===== src/rtl/run_index_sequencer_pkg.sv =====
// Shared widths, encodings, code payload and the JPEG-LS J table for the run-mode sequencer.
package run_index_sequencer_pkg;

  localparam int unsigned J_LENGTH         = 4;
  localparam int unsigned RUNCOUNT_LENGTH  = 16;
  localparam int unsigned MODE_LENGTH      = 2;
  localparam int unsigned CODELEN_LENGTH   = 5;
  localparam int unsigned RUN_INDEX_LENGTH = 5;
  localparam int unsigned J_ENTRIES        = 32;

  localparam logic [RUN_INDEX_LENGTH-1:0] RUN_INDEX_MAX = 5'd31;

  typedef enum logic [MODE_LENGTH-1:0] {
    MODE_REG = 2'd0,
    MODE_RUN = 2'd1,
    MODE_INT = 2'd2,
    MODE_EOL = 2'd3
  } mode_e;

  typedef enum logic [1:0] {
    S_IDLE = 2'd0,
    S_RUN  = 2'd1,
    S_EMIT = 2'd2
  } state_e;

  typedef struct packed {
    logic [RUNCOUNT_LENGTH-1:0] value;
    logic [CODELEN_LENGTH-1:0]  len;
  } code_t;

  localparam logic [J_LENGTH-1:0] J_TABLE [J_ENTRIES] = '{
    4'd0, 4'd0, 4'd0,  4'd0,  4'd1,  4'd1,  4'd1,  4'd1,
    4'd2, 4'd2, 4'd2,  4'd2,  4'd3,  4'd3,  4'd3,  4'd3,
    4'd4, 4'd4, 4'd5,  4'd5,  4'd6,  4'd6,  4'd7,  4'd7,
    4'd8, 4'd9, 4'd10, 4'd11, 4'd12, 4'd13, 4'd14, 4'd15
  };

endpackage


===== src/rtl/run_index_sequencer_j_table.sv =====
// Combinational 32-entry ROM mapping RUNindex to J.
module run_index_sequencer_j_table
  import run_index_sequencer_pkg::*;
(
  input  logic [RUN_INDEX_LENGTH-1:0] run_index,
  output logic [J_LENGTH-1:0]         j_c
);

  always_comb begin
    j_c = J_TABLE[run_index];
  end

endmodule


===== src/rtl/run_index_sequencer.sv =====
// JPEG-LS run-mode sequencer: tracks RUNindex/run count per token and issues
// run-segment, end-of-line and run-interruption codes over valid/ready.
module run_index_sequencer
  import run_index_sequencer_pkg::*;
(
  input  logic                        clk,
  input  logic                        reset,
  input  logic                        pix_valid,
  output logic                        pix_ready,
  input  logic [MODE_LENGTH-1:0]      mode,
  output logic                        code_valid,
  input  logic                        code_ready,
  output logic [RUNCOUNT_LENGTH-1:0]  code_value,
  output logic [CODELEN_LENGTH-1:0]   code_len,
  output logic [RUN_INDEX_LENGTH-1:0] run_index,
  output logic [J_LENGTH-1:0]         J,
  output logic [RUNCOUNT_LENGTH-1:0]  run_counter,
  output logic                        run_error
);

  state_e                      state_q, state_d;
  code_t                       code_d;
  logic                        code_valid_d;
  logic [RUNCOUNT_LENGTH-1:0]  counter_d;
  logic [RUN_INDEX_LENGTH-1:0] index_d;
  logic                        error_d;
  logic [J_LENGTH-1:0]         j_next_c;

  logic [RUNCOUNT_LENGTH-1:0]  cnt_inc;
  logic [RUNCOUNT_LENGTH-1:0]  seg_limit;
  logic                        seg_done;
  logic [RUN_INDEX_LENGTH-1:0] index_inc;
  logic [RUN_INDEX_LENGTH-1:0] index_dec;
  logic                        emit;

  // J is registered from the next index so it moves together with run_index
  run_index_sequencer_j_table u_j_table (
    .run_index (index_d),
    .j_c       (j_next_c)
  );

  always_ff @(posedge clk or posedge reset) begin
    if (reset) begin
      state_q     <= S_IDLE;
      code_valid  <= 1'b0;
      pix_ready   <= 1'b1;
      code_value  <= '0;
      code_len    <= '0;
      run_index   <= '0;
      J           <= '0;
      run_counter <= '0;
      run_error   <= 1'b0;
    end else begin
      state_q     <= state_d;
      code_valid  <= code_valid_d;
      pix_ready   <= ~code_valid_d;
      code_value  <= code_d.value;
      code_len    <= code_d.len;
      run_index   <= index_d;
      J           <= j_next_c;
      run_counter <= counter_d;
      run_error   <= error_d;
    end
  end

  // Token acceptance, counter/index update and code generation
  always_comb begin
    state_d      = state_q;
    code_valid_d = code_valid;
    code_d       = '{value: code_value, len: code_len};
    counter_d    = run_counter;
    index_d      = run_index;
    error_d      = run_error;
    emit         = 1'b0;

    cnt_inc   = run_counter + RUNCOUNT_LENGTH'(1);
    seg_limit = RUNCOUNT_LENGTH'(1) << J;
    seg_done  = (cnt_inc == seg_limit);
    index_inc = (run_index == RUN_INDEX_MAX) ? run_index : run_index + RUN_INDEX_LENGTH'(1);
    index_dec = (run_index == '0) ? run_index : run_index - RUN_INDEX_LENGTH'(1);

    case (state_q)
      S_EMIT: begin
        if (code_ready) begin
          code_valid_d = 1'b0;
          state_d      = (run_counter == '0) ? S_IDLE : S_RUN;
        end
      end
      default: begin
        if (pix_valid) begin
          case (mode_e'(mode))
            MODE_RUN, MODE_EOL: begin
              if (seg_done) begin
                emit      = 1'b1;
                code_d    = '{value: RUNCOUNT_LENGTH'(1), len: CODELEN_LENGTH'(1)};
                counter_d = '0;
                index_d   = index_inc;
              end else if (mode_e'(mode) == MODE_EOL && cnt_inc != '0) begin
                emit      = 1'b1;
                code_d    = '{value: RUNCOUNT_LENGTH'(1), len: CODELEN_LENGTH'(1)};
                counter_d = '0;
              end else begin
                counter_d = cnt_inc;
              end
            end
            MODE_INT: begin
              // Leading 0 bit is implicit since run_counter < 2^J
              emit      = 1'b1;
              code_d    = '{value: run_counter,
                            len:   CODELEN_LENGTH'(J) + CODELEN_LENGTH'(1)};
              counter_d = '0;
              index_d   = index_dec;
            end
            MODE_REG: begin
              if (run_counter != '0) begin
                error_d = 1'b1;
              end
              counter_d = '0;
            end
            default: begin
              counter_d = run_counter;
            end
          endcase
          code_valid_d = emit;
          if (emit) begin
            state_d = S_EMIT;
          end else begin
            state_d = (counter_d == '0) ? S_IDLE : S_RUN;
          end
        end
      end
    endcase
  end

endmodule


===== config.mk =====
export PLATFORM = sky130hd
export DESIGN_NAME = run_index_sequencer
export DESIGN_NICKNAME = d
export VERILOG_FILES = /design/src/rtl/run_index_sequencer_pkg.sv /design/src/rtl/run_index_sequencer_j_table.sv /design/src/rtl/run_index_sequencer.sv
export SDC_FILE = /design/constraint.sdc
export NUM_CORES = 1
export LEC_CHECK = 0
export ABC_AREA = 1
export CORE_ASPECT_RATIO = 0.6
export CORE_MARGIN = 5
export CORE_UTILIZATION = 55
export CTS_BUF_LIST = sky130_fd_sc_hd__clkbuf_16
export DETAILED_ROUTE_END_ITERATION = 10
export HOLD_SLACK_MARGIN = 0.05
export PLACE_DENSITY = 0.82
export SLEW_MARGIN = 40
export SYNTH_ARGS = -nofsm -noshare
export SYNTH_HDL_FRONTEND = slang
export SYNTH_SLANG_ARGS = --single-unit

===== constraint.sdc =====
create_clock -name clk -period 3.05 [get_ports clk]
set_input_delay 0.61 -clock clk [delete_from_list [all_inputs] [get_ports clk]]
set_output_delay 0.61 -clock clk [all_outputs]
set_load 0.03 [all_outputs]

run_1/congestion.png
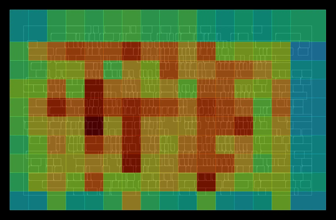
fin util: 68.9%
GR Util met1: 39.3%

run_1/layer_met1.png
Scale bar: 20 um.
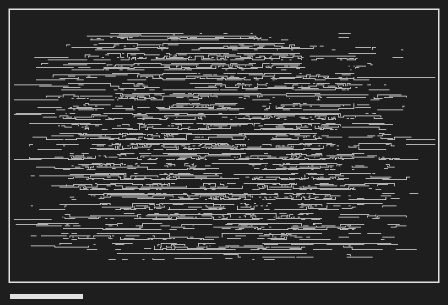
longest straight run: 51.5 um
nets with wire on the layer: 553
wire length on this layer: 5120 um
main direction: horizontal
share of all routed wire: 47%

run_1/layer_met2.png
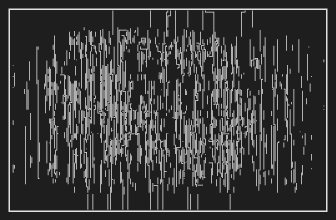
wire length on this layer: 4560 um
nets with wire on the layer: 511
longest straight run: 36.4 um
share of all routed wire: 42%

==> impl_metrics.env, run 1 <==
# implementation run metrics
export IMPL_status="finished, final reports clean"
export IMPL_synthTopCellsByCount="nand2_1 (143), nand3_1 (74), inv_1 (63)"
export IMPL_yosysTopAreaCell="dfrtp_1"
export IMPL_yosys_area_top_type_share_pct=33.4
export IMPL_crit_path_end="code_value[2]$_DFFE_PP0P_"
export IMPL_taps=87
export IMPL_ys_seq_elements=51
export IMPL_boundaryPins=55
export IMPL_numCtsBuffers=5
export IMPL_core_area_um2=6650
export IMPL_critical_path_top_delay_family="simple AND/OR/NAND/NOR gates"
export IMPL_max_freq_mhz=352
export IMPL_ff_count=51
export IMPL_grt_busiest_layer="met2"
export IMPL_async_reset_ff_share_pct=100
export IMPL_pwr_density_cell_nw_per_um2=744
export IMPL_largestClassByArea="combinational gates"
export IMPL_worstPathRequired_ps=3250
export IMPL_io_buffers=54
export IMPL_first_iter_violations=403
export IMPL_grt_pass1_wl_um=18000
export IMPL_synth_cell_types=37
export IMPL_place_congestion=0.926
export IMPL_nClkBuffers=5
export IMPL_fp_util_pct=56.3
export IMPL_cp_end_kind="register"
export IMPL_finalWirelength_um=10900
export IMPL_cp_arrival_ps=3040
export IMPL_drc=0
export IMPL_place_area_um2=4380
export IMPL_num_nets_final=611
export IMPL_crit_path_start="J[0]$_DFF_PP0_"
export IMPL_worstSetupPathDepth=16
export IMPL_comb_area_um2=2100
export IMPL_first_pass_iters=6
export IMPL_antenna_cells=0
export IMPL_timing_critical_path_mode_cell="inv_1"
export IMPL_cpPeakStageDelay_ps=450
export IMPL_postSynthNetCount=550
export IMPL_syn_inst=534
export IMPL_cp_max_fo=20
export IMPL_comb_share_pct=45.9
export IMPL_hold_slack_ps=488
export IMPL_worstMarginPinSlew_ps=399
export IMPL_period_used_pct=93.3
export IMPL_hp_class="reg2reg"
export IMPL_path_buffers=5
export IMPL_place_ws_ps=247
export IMPL_regArea_um2=1280
export IMPL_antenna_found_initial=0
export IMPL_clk_share_pct=4.12
export IMPL_finalHoldViolations=0
export IMPL_topCellsByArea="dfrtp_1 (33%), nand2_1 (14%), nand3_1 (9.9%)"
export IMPL_grt_usage_pct=27.1
export IMPL_clockBufferDepth=2
export IMPL_die_w_um=117
export IMPL_worst_slack_ps=206
export IMPL_use_met2_pct=39.7
export IMPL_seq_share_pct=27.9
export IMPL_flop_cell="dfrtp_1"
export IMPL_startpoint_type="register"
export IMPL_critPathKind="reg2reg"
export IMPL_post_dp_hpwl_um=8330
export IMPL_fillers=592
export IMPL_slew_headroom_pct=73.4
export IMPL_design_area_um2=4580
export IMPL_max_cap_violations=0
export IMPL_logic_gate_count=401
export IMPL_std_cell_rows=23
export IMPL_syn_avg_cell_area_um2=7.01
export IMPL_slew_viol_final=0
export IMPL_synth_area_um2=3740
export IMPL_grtUsageMet3_pct=7.16
export IMPL_peakVddDrop_mv=0.537
export IMPL_final_nonclk_buf_share_pct=13.9
## run 1: power breakdown
group | internal [mW] | switching (mW)
registers | 0.799 | 0.133
logic | 0.608 | 1.15
clock network | 0.467 | 0.253
## run 1: tightest hold or removal path, delay by kind of cell, from the launching register on
kind          cells  cell delay (ps)
simple gates      2              120
flops             1              340
## run 1: worst min path at each step
stage | from | to | slack (ps) | cells after the start
floorplan | state_q[0]$_DFFE_PP0P_ | state_q[0]$_DFFE_PP0P_ | 450 | 2
global placement | run_error$_DFFE_PP0P_ | run_error$_DFFE_PP0P_ | 470 | 1
detailed placement | run_error$_DFFE_PP0P_ | run_error$_DFFE_PP0P_ | 470 | 1
CTS | state_q[0]$_DFFE_PP0P_ | state_q[0]$_DFFE_PP0P_ | 490 | 2
global route | code_len[2]$_DFFE_PP0P_ | code_len[2]$_DFFE_PP0P_ | 510 | 2
finish | code_len[1]$_DFFE_PP0P_ | code_len[1]$_DFFE_PP0P_ | 490 | 2
## run 1: per-layer routing
layer  up-vias  wire length (um)
li1       1880                 -
met1      1850              5120
met2       185              4560
met3        17              1110
met4         0               129
met5         -                 0
## run 1: kinds of logic (layout without fill, tap and decap cells)
kind of cell	after synthesis	in the layout	share of synthesized area, %
and+or+nand+nor	329	330	41.8
buffers and inverters	83	144	9.99
AOI/OAI and AO/OA	55	55	9.12
DFF	51	51	34.1
adders and majority gates	10	10	3.34
xor gates and xnor gates	6	6	1.60
## run 1: sequential cells by signal, summed over array words and instances (netlist names)
register	cells
J	4
code_len	5
code_valid	1
code_value	16
pix_ready	1
run_counter	16
run_error	1
run_index	5
state_q	2
## run 1: repair_timing
item / in CTS / in global routing
gates resized: 0 / 2
hold buffers: 0 / 0
setup endpoints to repair: 0 / 16
## Run 2: what changed since run 1
Settings changed: SKIP_LAST_GASP set to 1.
run_2/layer_met1.png
Scale bar: 20 um.
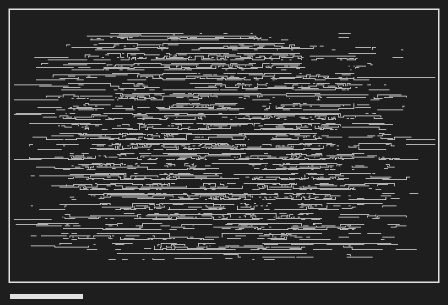
wire length on this layer: 5120 um
share of all routed wire: 47%
nets with wire on the layer: 553
longest straight run: 51.5 um

run_2/metal_density.png
Scale bar: 20 um. The die is cut into 23 by 15 equal tiles; black is low, pale yellow is high, scaled to the fullest tile. Values are wire area over tile area, all layers added.
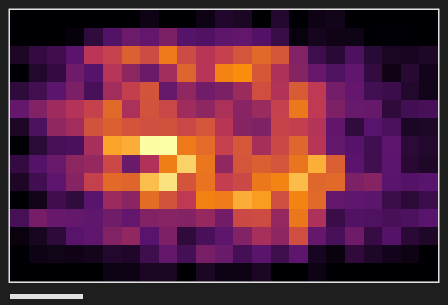
tiles over half the peak: 24%
nearly empty tiles: 13%
mean over tiles: 0.21
via count: 3932
Total Wirelength: 10900 um

==> run 2 against run 1 <==
Compared with the run above: via count stayed put; non-clock buffer count unchanged; core utilization stayed put; largest power group unchanged; first-iteration DRC count did not move; sequential share of layout area did not move; critical path depth stayed put; combinational power hardly changed; sequential cell count did not move; critical endpoint unchanged; setup slack is the same; power unchanged; register-to-register slack barely moved.
==> impl_metrics.env, run 2 <==
# implementation run metrics
export IMPL_status="finished, final reports clean"
export IMPL_p_sw_mw=1.53
export IMPL_synthTopCellsByCount="nand2_1 (143), nand3_1 (74), inv_1 (63)"
export IMPL_max_freq_mhz=352
export IMPL_postSynthNetCount=550
export IMPL_synth_cell_types=37
export IMPL_hp_class="reg2reg"
export IMPL_critPathKind="reg2reg"
export IMPL_via_per_inst=5.76
export IMPL_yosys_stat_cells=534
export IMPL_cp_max_fo=20
export IMPL_ant_nets=0
export IMPL_p_int_mw=1.87
export IMPL_fp_util_pct=56.3
export IMPL_openroad_warnings=32
export IMPL_num_nets_final=611
export IMPL_syn_avg_cell_area_um2=7.01
export IMPL_power_top_group="combinational cells"
export IMPL_io_buffers=54
export IMPL_cp_arrival_ps=3040
export IMPL_place_congestion=0.926
export IMPL_period_used_pct=93.3
export IMPL_grt_pass1_wl_um=18000
export IMPL_place_area_um2=4380
export IMPL_use_met2_pct=39.7
export IMPL_peakVddDrop_mv=0.537
export IMPL_ys_seq_share_pct=34.1
export IMPL_drc=0
export IMPL_grt_busiest_layer="met2"
export IMPL_switching_share_pct=45.0
export IMPL_grt_ovfl_total=0
export IMPL_pwr_share_comb_pct=51.5
export IMPL_setup_tns_ps=0
export IMPL_design_area_um2=4580
export IMPL_std_cell_rows=23
export IMPL_grtUsageMet3_pct=7.16
export IMPL_clockBufferDepth=2
export IMPL_p_clk_share_pct=21.1
export IMPL_yosysTopAreaCell="dfrtp_1"
export IMPL_worst_slack_ps=206
export IMPL_pwr_density_cell_nw_per_um2=744
export IMPL_use_met1_pct=39.3
export IMPL_worstMarginPinSlew_ps=399
export IMPL_async_reset_ff_share_pct=100
export IMPL_hold_slack_ps=488
export IMPL_slew_viol_final=0
export IMPL_wl_met2_um=4560
export IMPL_syn_inst=534
export IMPL_max_cap_violations=0
export IMPL_grt_max_degree=40
export IMPL_highest_layer="met4"
export IMPL_cp_end_kind="register"
export IMPL_cts_tree="done"
export IMPL_syn2layout_area_growth_pct=22.4
export IMPL_startpoint_type="register"
export IMPL_ys_seq_elements=51
export IMPL_boundaryPins=55
export IMPL_synth_area_um2=3740
export IMPL_worstPathRequired_ps=3250
export IMPL_antenna_found_initial=0
export IMPL_dp_cells=674
export IMPL_clk_pin_slew_ps=70
export IMPL_finalHoldViolations=0
export IMPL_power_frac_seq_pct=27.4
export IMPL_slew_headroom_pct=73.4
export IMPL_yosys_area_top_type_share_pct=33.4
export IMPL_core_area_um2=6650
export IMPL_seq_cell_power_mw=0.932
export IMPL_flop_cell="dfrtp_1"
export IMPL_topCellsByArea="dfrtp_1 (33%), nand2_1 (14%), nand3_1 (9.9%)"
export IMPL_first_pass_iters=6
export IMPL_wl_met3_um=1110
export IMPL_die_w_um=117
export IMPL_place_ws_ps=247
export IMPL_reg_largest_list="code_value: 16 flops, run_counter: 16 flops"
export IMPL_die_area_um2=8610
export IMPL_antenna_cells=0
export IMPL_numCtsBuffers=5
export IMPL_first_iter_violations=403
export IMPL_stdcell_count=683
export IMPL_clock_power_mw=0.720
export IMPL_m1WireLength_um=5120
export IMPL_post_route_util_pct=68.9
export IMPL_post_dp_hpwl_um=8330
export IMPL_powerComb_mw=1.76
export IMPL_grt_usage_pct=27.1
[run 2: cell counts in the layout (fill, tap and decap cells not counted)]
No cell type changed its count.
[run 2: final timing paths]
path                                          from                        end  slack [ps]  cells after the start
hold / removal             code_len[1]$_DFFE_PP0P_    code_len[1]$_DFFE_PP0P_         490                      2
max in group asynchronous                    reset     run_index[3]$_DFF_PP0_        1890                      3
setup reg to reg                    J[0]$_DFF_PP0_  code_value[2]$_DFFE_PP0P_         210                     16
hold reg to reg            code_len[1]$_DFFE_PP0P_    code_len[1]$_DFFE_PP0P_         490                      2
setup / recovery                    J[0]$_DFF_PP0_  code_value[2]$_DFFE_PP0P_         210                     16
min in group asynchronous                    reset  code_value[8]$_DFFE_PP0P_         550                      2
[run 2: kinds of logic (layout without fill, tap and decap cells)]
| kind of cell | Yosys count | after routing | share of synthesized area [%] |
|---|---|---|---|
| simple gates | 329 | 330 | 41.8 |
| compound gates | 55 | 55 | 9.12 |
| flops | 51 | 51 | 34.1 |
| buf+inv | 83 | 144 | 9.99 |
| xor+xnor | 6 | 6 | 1.60 |
| fa+ha+maj | 10 | 10 | 3.34 |
[run 2: what timing repair did]
item | in CTS | in global routing
hold buffers | 0 | 0
setup endpoints to repair | 0 | 16
setup buffers | 0 | 0
gates resized | 0 | 2
[run 2: critical path, cell delays in order (launching register included)]
cell      delay (ps)
dfrtp_1          450
inv_1            130
ha_1             260
inv_1            100
nor3_1           230
nand3b_1         170
inv_1             40
nor2_1           140
nand2_1           60
nor2_1            80
nand3_1          130
nor2_4           160
nor2_8           100
nor2_8           150
inv_6            110
buf_4            170
o31ai_1          230
[run 2: area by class of cell]
class,count,area [um^2]
timing repair buffer,67,638
inverter,69,264
sequential,51,1280
tap,87,109
clock inverter,3,63.8
multi-input combinational,401,2100
clock buffer,5,125
fill,592,2070
## Run 3: what changed since run 2
Settings changed: CORE_UTILIZATION 55 to 50, PLACE_DENSITY 0.82 to 0.78.
Clock period 3.05 ns to 2.61 ns, I/O delays scaled along.
run_3/layer_met2.png
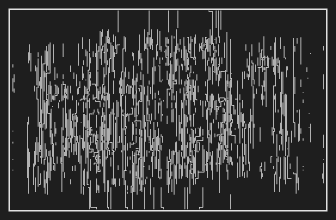
wire length on this layer: 4680 um
longest straight run: 32.5 um
met2 Use GR: 33.6%
via count: 3940
Total Wirelength: 11200 um

run_3/congestion.png
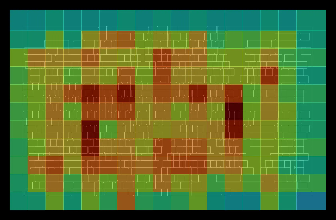
GR Util met1: 37.4%
All-Layer GR Usage: 24.0%

==> run 3 against run 2 <==
Compared with the run above: count of clock-buffer cells in the layout is the same; synthesized cell count is the same; sequential power grew about 20%; power grew 19%; sequential share of layout area shrank 2.0 points; final cell count grew 4.7%; highest routed layer unchanged.
==> impl_metrics.env, run 3 <==
# implementation run metrics
export IMPL_status="finished, final reports clean"
export IMPL_post_dp_hpwl_um=8500
export IMPL_reg2reg_from="run_counter[1]$_DFFE_PP0P_"
export IMPL_die_area_um2=9370
export IMPL_post_cts_resized=8
export IMPL_m1WireLength_um=5360
export IMPL_finalHoldViolations=0
export IMPL_synth_area_um2=3740
export IMPL_grt_pass1_wl_um=18100
export IMPL_syn_inst=534
export IMPL_die_w_um=122
export IMPL_num_nets_final=626
export IMPL_std_cell_rows=24
export IMPL_ys_seq_share_pct=34.1
export IMPL_wl_met2_um=4680
export IMPL_slew_headroom_pct=74.9
export IMPL_syn_avg_cell_area_um2=7.01
export IMPL_numCtsBuffers=5
export IMPL_highest_layer="met4"
export IMPL_via_per_inst=5.51
export IMPL_r2r_end="code_value[12]$_DFFE_PP0P_"
export IMPL_place_area_um2=4440
export IMPL_powerComb_mw=2.30
export IMPL_postSynthNetCount=550
export IMPL_p_leak_nw=2.32
export IMPL_clock_power_mw=0.628
export IMPL_flop_cell="dfrtp_1"
export IMPL_path_buffers=5
export IMPL_first_pass_iters=5
export IMPL_p_clk_share_pct=15.5
export IMPL_worstMarginPinSlew_ps=375
export IMPL_critPathKind="reg2reg"
export IMPL_slowest_stage="dfrtp_2"
export IMPL_startpoint_type="register"
export IMPL_place_ws_ps=-45.9
export IMPL_design_area_um2=4980
export IMPL_io_buffers=54
export IMPL_rr_worst_depth=17
export IMPL_hold_path_end="run_error$_DFFE_PP0P_"
export IMPL_grt_max_degree=34
export IMPL_grtUsageMet3_pct=6.84
export IMPL_synth_cell_types=37
export IMPL_p_int_mw=2.15
export IMPL_hold_slack_ps=482
export IMPL_async_reset_ff_share_pct=100
export IMPL_boundaryPins=55
export IMPL_seq_cell_power_mw=1.11
export IMPL_cts_root_buffer="clkbuf_16"
export IMPL_grt_busiest_layer="met1"
export IMPL_clk_pin_slew_ps=70
export IMPL_p_sw_mw=1.89
export IMPL_ys_seq_elements=51
export IMPL_hold_start="run_error$_DFFE_PP0P_"
export IMPL_reg_largest_list="code_value: 16 flops, run_counter: 16 flops"
export IMPL_syn2layout_area_growth_pct=33.1
export IMPL_topCellsByArea="dfrtp_1 (33%), nand2_1 (14%), nand3_1 (9.9%)"
export IMPL_cp_max_fo=21
export IMPL_period_used_pct=94.8
export IMPL_core_area_um2=7270
export IMPL_grt_ovfl_total=0
export IMPL_worstHoldPathCells=1
export IMPL_switching_share_pct=46.8
export IMPL_antenna_cells=0
export IMPL_max_cap_violations=0
export IMPL_place_congestion=0.969
export IMPL_postCtsSetupBuffers=3
export IMPL_yosysTopAreaCell="dfrtp_1"
export IMPL_setup_tns_ps=0
export IMPL_yosys_stat_cells=534
export IMPL_synthTopCellsByCount="nand2_1 (143), nand3_1 (74), inv_1 (63)"
export IMPL_cpPeakStageDelay_ps=430
export IMPL_hp_class="reg2reg"
export IMPL_worstPathRequired_ps=2800
export IMPL_power_top_group="combinational cells"
export IMPL_fp_util_pct=51.5
export IMPL_hold_buffers=0
export IMPL_clockBufferDepth=2
export IMPL_openroad_warnings=33
export IMPL_first_iter_violations=428
export IMPL_ant_nets=0
export IMPL_finalSetupViolCount=0
export IMPL_crit_chain="buf_6 -> nand2_2 -> nor2_4 -> buf_12 -> nand3_1 -> nand2_1 -> nand3b_1 -> nand2_1 -> nand3_1 -> inv_1 -> nand3_2 -> nor2_4 -> nor2_8 -> nor2_8 -> inv_4 -> buf_12 -> o31ai_1"
export IMPL_critical_path_top_delay_family="simple AND/OR/NAND/NOR gates"
export IMPL_wl_met3_um=1110
export IMPL_pwr_density_cell_nw_per_um2=812
export IMPL_pwr_share_comb_pct=56.9
export IMPL_yosys_area_top_type_share_pct=33.4
[run 3: cell counts after synthesis]
No cell type changed its count.
[run 3: worst max-delay path by stage]
stage | endpoint | cells after the start | slack (ps) | startpoint
floorplan | code_len[3]$_DFFE_PP0P_ | 18 | 40 | run_counter[1]$_DFFE_PP0P_
global placement | code_value[4]$_DFFE_PP0P_ | 14 | 70 | run_counter[1]$_DFFE_PP0P_
detailed placement | code_value[2]$_DFFE_PP0P_ | 14 | -50 | run_counter[1]$_DFFE_PP0P_
CTS | code_value[2]$_DFFE_PP0P_ | 15 | 20 | run_counter[2]$_DFFE_PP0P_
global route | J[1]$_DFF_PP0_ | 18 | -30 | run_counter[0]$_DFFE_PP0P_
finish | code_value[12]$_DFFE_PP0P_ | 17 | 140 | run_counter[1]$_DFFE_PP0P_
[run 3: area by class of cell]
| cell class | count | area [um^2] |
|---|---|---|
| Clock buffer | 5 | 125 |
| Inverter | 69 | 268 |
| Fill cell | 593 | 2280 |
| Tap cell | 104 | 130 |
| Timing Repair Buffer | 82 | 800 |
| Clock inverter | 3 | 11.3 |
| Sequential cell | 51 | 1290 |
| Multi-Input combinational cell | 401 | 2360 |
[run 3: cell families after synthesis]
kind of cell | synth area share [%]
xor+xnor | 1.60
buf+inv | 9.99
fa+ha+maj | 3.34
flops | 34.1
simple gates | 41.8
compound gates | 9.12
[run 3: per-stage QoR]
step | util (%) | instances | power [mW]
2_1_floorplan | - | 534 | 2.48
3_3_place_gp | 61.1 | 693 | 3.10
3_5_place_dp | 61.1 | 693 | 3.13
4_1_cts | 64.0 | 705 | 3.81
5_1_grt | 68.6 | 715 | 4.32
6_report | 68.6 | 715 | 4.05

## Gallery

Placement density heat map.
picture 1
Scale bar: 20 um. The die is cut into 12 by 7 equal tiles; black is low, pale yellow is high, 0 to 100% covered.
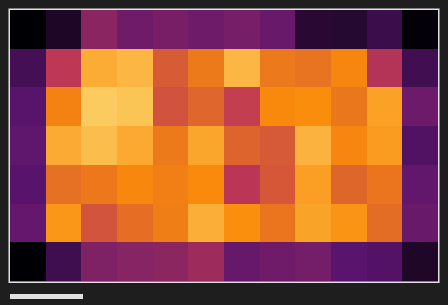
picture 2
Scale bar: 20 um. The die is cut into 12 by 8 equal tiles; black is low, pale yellow is high, 0 to 100% covered.
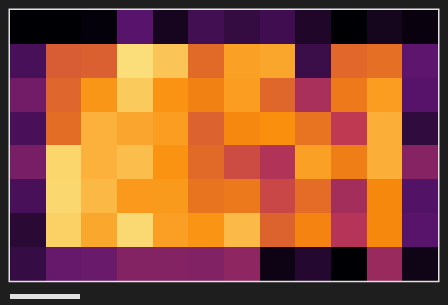
- run 3 = picture 2
- run 2 = picture 1

Key to picture 1:
emptiest ninth of the die: top right
fullest tile: 89%
tiles over 75% full: 23%
mean over tiles: 52%

No activity file was given, so power comes from the tool's default toggle rates.
